[config.mk]
export PLATFORM = sky130hd
export DESIGN_NAME = vga_timing_gen
export DESIGN_NICKNAME = d
export VERILOG_FILES = /design/src/rtl/vga_timing_pkg.sv /design/src/rtl/vga_timing_gen_pix_tick_gen.sv /design/src/rtl/vga_timing_gen.sv
export SDC_FILE = /design/constraint.sdc
export NUM_CORES = 1
export LEC_CHECK = 0
export CORE_UTILIZATION = 46
export CTS_CLUSTER_DIAMETER = 30
export DETAILED_ROUTE_END_ITERATION = 7
export PLACE_DENSITY = 0.81
export SLEW_MARGIN = 20
export SYNTH_ARGS = -nofsm -noshare
export SYNTH_HDL_FRONTEND = slang
export SYNTH_SLANG_ARGS = --single-unit
[constraint.sdc]
create_clock -name clk -period 2.72 [get_ports clk]
set_input_delay 0.68 -clock clk [delete_from_list [all_inputs] [get_ports clk]]
set_output_delay 0.68 -clock clk [all_outputs]
set_load 0.01 [all_outputs]
[src/rtl/vga_timing_pkg.sv]
// Shared VGA mode definitions for the timing generator and its users.
// A mode record bundles the horizontal/vertical geometry, sync polarities
// and the counter width needed to hold the larger of the two totals.
package vga_timing_pkg;

  typedef struct packed {
    int cnt_w;
    int h_active;
    int h_fp;
    int h_sync;
    int h_bp;
    int v_active;
    int v_fp;
    int v_sync;
    int v_bp;
    int h_pol;
    int v_pol;
  } vga_mode_t;

  // 640x480 @ 60 Hz, 800x525 total, negative syncs
  localparam vga_mode_t MODE_640x480 = '{
    cnt_w:    10,
    h_active: 640, h_fp: 16, h_sync: 96,  h_bp: 48,
    v_active: 480, v_fp: 10, v_sync: 2,   v_bp: 33,
    h_pol:    0,   v_pol: 0
  };

  // 800x600 @ 60 Hz, 1056x628 total, positive syncs
  localparam vga_mode_t MODE_800x600 = '{
    cnt_w:    11,
    h_active: 800, h_fp: 40, h_sync: 128, h_bp: 88,
    v_active: 600, v_fp: 1,  v_sync: 4,   v_bp: 23,
    h_pol:    1,   v_pol: 1
  };

endpackage

[src/rtl/vga_timing_gen_pix_tick_gen.sv]
// Pixel-clock-enable divider: div_cnt runs 0..CLK_DIV-1 and the enable is
// high in the cycle where div_cnt sits at CLK_DIV-1.  tick_adv is the
// combinational look-ahead that lets the counters move on the same edge
// that raises pix_tick, keeping everything cycle-aligned.
module pix_tick_gen #(
  parameter int CLK_DIV = 1
) (
  input  logic clk,
  input  logic reset,
  output logic tick_adv,
  output logic pix_tick
);

  localparam int DIV_W = (CLK_DIV > 1) ? $clog2(CLK_DIV) : 1;
  localparam logic [DIV_W-1:0] DIV_LAST = DIV_W'(CLK_DIV - 1);

  logic [DIV_W-1:0] div_cnt;
  logic [DIV_W-1:0] div_nxt;

  // Next divider value and the matching enable for the coming edge
  always_comb begin
    div_nxt  = (div_cnt == DIV_LAST) ? '0 : div_cnt + DIV_W'(1);
    tick_adv = (div_nxt == DIV_LAST);
  end

  // Divider state and registered enable; reset parks at 0 with no tick
  always_ff @(posedge clk) begin
    if (reset) begin
      div_cnt  <= '0;
      pix_tick <= 1'b0;
    end else begin
      div_cnt  <= div_nxt;
      pix_tick <= tick_adv;
    end
  end

endmodule

[src/rtl/vga_timing_gen.sv]
// Parametrised VGA/VESA timing generator with integrated pixel-clock enable.
// Counters start at the last position of the frame so the first tick after
// reset lands on (0,0) and raises frame_start.  Every output is registered
// from the next counter values, so sync, valid and strobes line up with
// h_cnt/v_cnt.
// Optional build macro VGA_TIMING_FRAME_CNT_EN adds frame_cnt, hblank and
// vblank outputs.
module vga_timing_gen
  import vga_timing_pkg::*;
#(
  parameter int CNT_W    = MODE_640x480.cnt_w,
  parameter int H_ACTIVE = MODE_640x480.h_active,
  parameter int H_FP     = MODE_640x480.h_fp,
  parameter int H_SYNC   = MODE_640x480.h_sync,
  parameter int H_BP     = MODE_640x480.h_bp,
  parameter int V_ACTIVE = MODE_640x480.v_active,
  parameter int V_FP     = MODE_640x480.v_fp,
  parameter int V_SYNC   = MODE_640x480.v_sync,
  parameter int V_BP     = MODE_640x480.v_bp,
  parameter int H_POL    = MODE_640x480.h_pol,
  parameter int V_POL    = MODE_640x480.v_pol,
  parameter int CLK_DIV  = 1
) (
  input  logic             clk,
  input  logic             reset,
  output logic             pix_tick,
  output logic             h_sync,
  output logic             v_sync,
  output logic             valid,
  output logic [CNT_W-1:0] h_cnt,
  output logic [CNT_W-1:0] v_cnt,
  output logic             line_start,
  output logic             frame_start
`ifdef VGA_TIMING_FRAME_CNT_EN
  ,
  output logic [15:0]      frame_cnt,
  output logic             hblank,
  output logic             vblank
`endif
);

  localparam int H_TOTAL = H_ACTIVE + H_FP + H_SYNC + H_BP;
  localparam int V_TOTAL = V_ACTIVE + V_FP + V_SYNC + V_BP;
  localparam int MAX_TOTAL = (H_TOTAL > V_TOTAL) ? H_TOTAL : V_TOTAL;

  localparam logic [CNT_W-1:0] H_LAST     = CNT_W'(H_TOTAL - 1);
  localparam logic [CNT_W-1:0] V_LAST     = CNT_W'(V_TOTAL - 1);
  localparam logic [CNT_W-1:0] H_ACT_END  = CNT_W'(H_ACTIVE);
  localparam logic [CNT_W-1:0] V_ACT_END  = CNT_W'(V_ACTIVE);
  localparam logic [CNT_W-1:0] H_SYNC_BEG = CNT_W'(H_ACTIVE + H_FP);
  localparam logic [CNT_W-1:0] H_SYNC_END = CNT_W'(H_ACTIVE + H_FP + H_SYNC);
  localparam logic [CNT_W-1:0] V_SYNC_BEG = CNT_W'(V_ACTIVE + V_FP);
  localparam logic [CNT_W-1:0] V_SYNC_END = CNT_W'(V_ACTIVE + V_FP + V_SYNC);
  localparam logic H_ACT_LVL = (H_POL != 0);
  localparam logic V_ACT_LVL = (V_POL != 0);

  // Refuse to elaborate a configuration that cannot produce sane timing
  if (CLK_DIV < 1 || H_FP < 1 || H_SYNC < 1 || H_BP < 1 ||
      V_FP < 1 || V_SYNC < 1 || V_BP < 1 ||
      (2 ** CNT_W) < MAX_TOTAL) begin : g_bad_cfg
    $error("vga_timing_gen: illegal parameter set");
  end

  logic             tick_adv;
  logic [CNT_W-1:0] h_nxt;
  logic [CNT_W-1:0] v_nxt;
  logic             h_wrap;
  logic             v_wrap;
  logic             hs_in;
  logic             vs_in;

  pix_tick_gen #(
    .CLK_DIV (CLK_DIV)
  ) u_pix_tick_gen (
    .clk      (clk),
    .reset    (reset),
    .tick_adv (tick_adv),
    .pix_tick (pix_tick)
  );

  // Next counter position and the sync windows it falls into
  always_comb begin
    h_wrap = (h_cnt == H_LAST);
    v_wrap = (v_cnt == V_LAST);
    h_nxt  = h_cnt;
    v_nxt  = v_cnt;
    if (tick_adv) begin
      h_nxt = h_wrap ? '0 : h_cnt + CNT_W'(1);
      if (h_wrap) begin
        v_nxt = v_wrap ? '0 : v_cnt + CNT_W'(1);
      end
    end
    hs_in = (h_nxt >= H_SYNC_BEG) && (h_nxt < H_SYNC_END);
    vs_in = (v_nxt >= V_SYNC_BEG) && (v_nxt < V_SYNC_END);
  end

  // Counters and registered decode; strobes only fire on an advancing edge
  always_ff @(posedge clk) begin
    if (reset) begin
      h_cnt       <= H_LAST;
      v_cnt       <= V_LAST;
      valid       <= 1'b0;
      h_sync      <= ~H_ACT_LVL;
      v_sync      <= ~V_ACT_LVL;
      line_start  <= 1'b0;
      frame_start <= 1'b0;
    end else begin
      h_cnt       <= h_nxt;
      v_cnt       <= v_nxt;
      valid       <= (h_nxt < H_ACT_END) && (v_nxt < V_ACT_END);
      h_sync      <= hs_in ? H_ACT_LVL : ~H_ACT_LVL;
      v_sync      <= vs_in ? V_ACT_LVL : ~V_ACT_LVL;
      line_start  <= tick_adv && (h_nxt == '0);
      frame_start <= tick_adv && (h_nxt == '0) && (v_nxt == '0);
    end
  end

`ifdef VGA_TIMING_FRAME_CNT_EN
  logic seen_first;

  // Frame counter skips the frame_start that follows reset; blank flags
  // track the counters like valid does
  always_ff @(posedge clk) begin
    if (reset) begin
      frame_cnt  <= '0;
      seen_first <= 1'b0;
      hblank     <= 1'b1;
      vblank     <= 1'b1;
    end else begin
      hblank <= (h_nxt >= H_ACT_END);
      vblank <= (v_nxt >= V_ACT_END);
      if (tick_adv && (h_nxt == '0) && (v_nxt == '0)) begin
        if (seen_first) begin
          frame_cnt <= frame_cnt + 16'd1;
        end
        seen_first <= 1'b1;
      end
    end
  end
`endif

endmodule

route_heat.png
12 x 12 tiles, from dark blue (low) to red (high), scaled to the fullest tile. Values are wire area over tile area, all layers added.
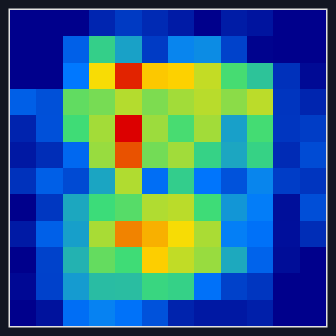
mean over tiles: 0.17
emptiest ninth of the die: lower right
tiles over half the peak: 28%
densest ninth of the die: center
fullest tile: 0.58
nearly empty tiles: 15%

class_map.png
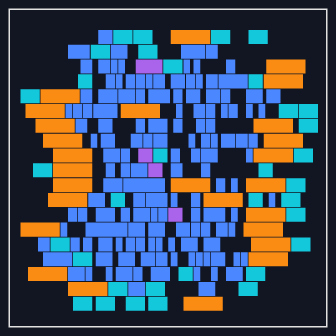
legend:
  blue:
    class: remaining logic cells
    cells: 138
  purple:
    class: clock drivers and dummy loads
    cells: 4
  orange:
    class: sequential cells
    cells: 26
  cyan:
    class: remaining buffers and delay cells
    cells: 34

==> flow_metrics.py <==
# Flow results
metrics = {
    "sta": {
        "slew_headroom": 0.7265,
        "hold-worst-slack_ns": 0.5371,
        "slew_viol_final": 0,
        "fin_tns_setup_ns": 0,
        "fin_crit_ns": 2.559,
        "worstMarginPinSlew_ns": 0.4097,
        "setup_violations": 0,
    },
    "logic_synthesis": {
        "yosysTopAreaCellShare": 0.3611,
        "logic_family": "simple AND/OR/NAND/NOR gates",
        "syn-cell-area_um2": 1441,
        "mux_share": 0,
        "synthTopCellsByCount": "26 x dfxtp_1, 17 x nor2_1, 15 x nand2_1, 13 x o21ai_0, 12 x nand3_1",
        "avgSynthCellArea_um2": 8.284,
        "ys_ff": 26,
        "ys_warn_count": 0,
    },
    "worst_setup_path": {
        "rr_worst_depth": 7,
        "crit_family": "simple AND/OR/NAND/NOR gates",
        "arrival_ns": 2.78,
        "path_buffers": 0,
        "reg2reg_from": "v_cnt[1]",
        "worstPathRequired_ns": 2.94,
        "r2r_slack_ns": 0.16,
        "critical_path_class": "reg2reg",
        "worst_path_max_delay_cell": "or4_1",
        "startpoint": "v_cnt[1]",
        "startpoint_type": "flop",
        "cp_num_cells": 7,
    },
    "floorplanning": {
        "num_rows": 19,
        "fp_util": 0.5053,
        "tap-cell-count": 31,
        "core_area_um2": 2853,
    },
    "pwr": {
        "sw_frac_of_total": 0.4463,
        "combinationalPower_uw": 966,
        "p_switching_uw": 784.6,
        "p_seq_uw": 595,
        "clkPwrFrac": 0.112,
        "top_power_group": "combinational logic",
        "seqPwrFrac": 0.338,
    },
    "placement": {
        "dp_slack_ns": 0.1873,
        "port_buffers": 27,
    },
    "finish": {
        "buffer_area_frac": 0.1790,
        "antenna_cells": 0,
        "nFillCells": 250,
        "clock_area_frac": 0.02012,
        "fin_util": 0.6320,
        "postLayoutCellArea_um2": 1803,
        "design.seq.count": 26,
    },
    "clock_tree": {
        "hold_buffers": 0,
        "cts_root_buffer": "clkbuf_4",
        "htreeDepth": 1,
        "clock-sinks": 26,
        "post_cts_buffers": 0,
    },
    "grt": {
        "met2_usage": 0.3465,
        "grt_max_degree": 15,
        "overflow": 0,
        "antenna_found_initial": 0,
        "grt-busiest-layer": "met2",
        "grt_pass1_wl_mm": 5.975,
        "grt_use_met1": 0.3394,
    },
    "detailed_routing": {
        "route.detailed.drc": 1,
        "wire_per_inst_um": 15.62,
        "wl_mm": 3.639,
        "vias": 1395,
        "met1_length_mm": 1.763,
        "drt_iter0_markers": 67,
        "viasPerCell": 5.987,
        "wl_met2_mm": 1.623,
    },
    "job": {
        "cap_violations": 0,
    },
    "status": {
        "outcome": "complete, but fails checks",
        "violations": "DRC",
    },
    "worst_hold_path": {
        "min_path_cells": 1,
        "worstHoldStart": "h_cnt[0]",
        "holdPathEnd": "h_cnt[0]",
    },
}
util_map.png
The bar under the picture is 20 um long. 12 x 12 tiles, from dark blue (low) to red (high), 0 to 100% covered.
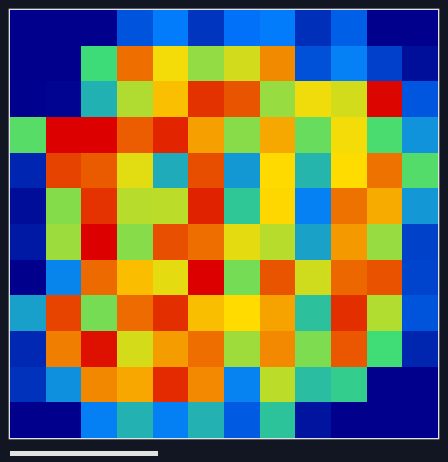
tiles over 75% full: 35%
densest ninth of the die: center
fullest tile: 100%
nearly empty tiles: 12%
mean over tiles: 53%

Power and IR drop assume default switching activity.
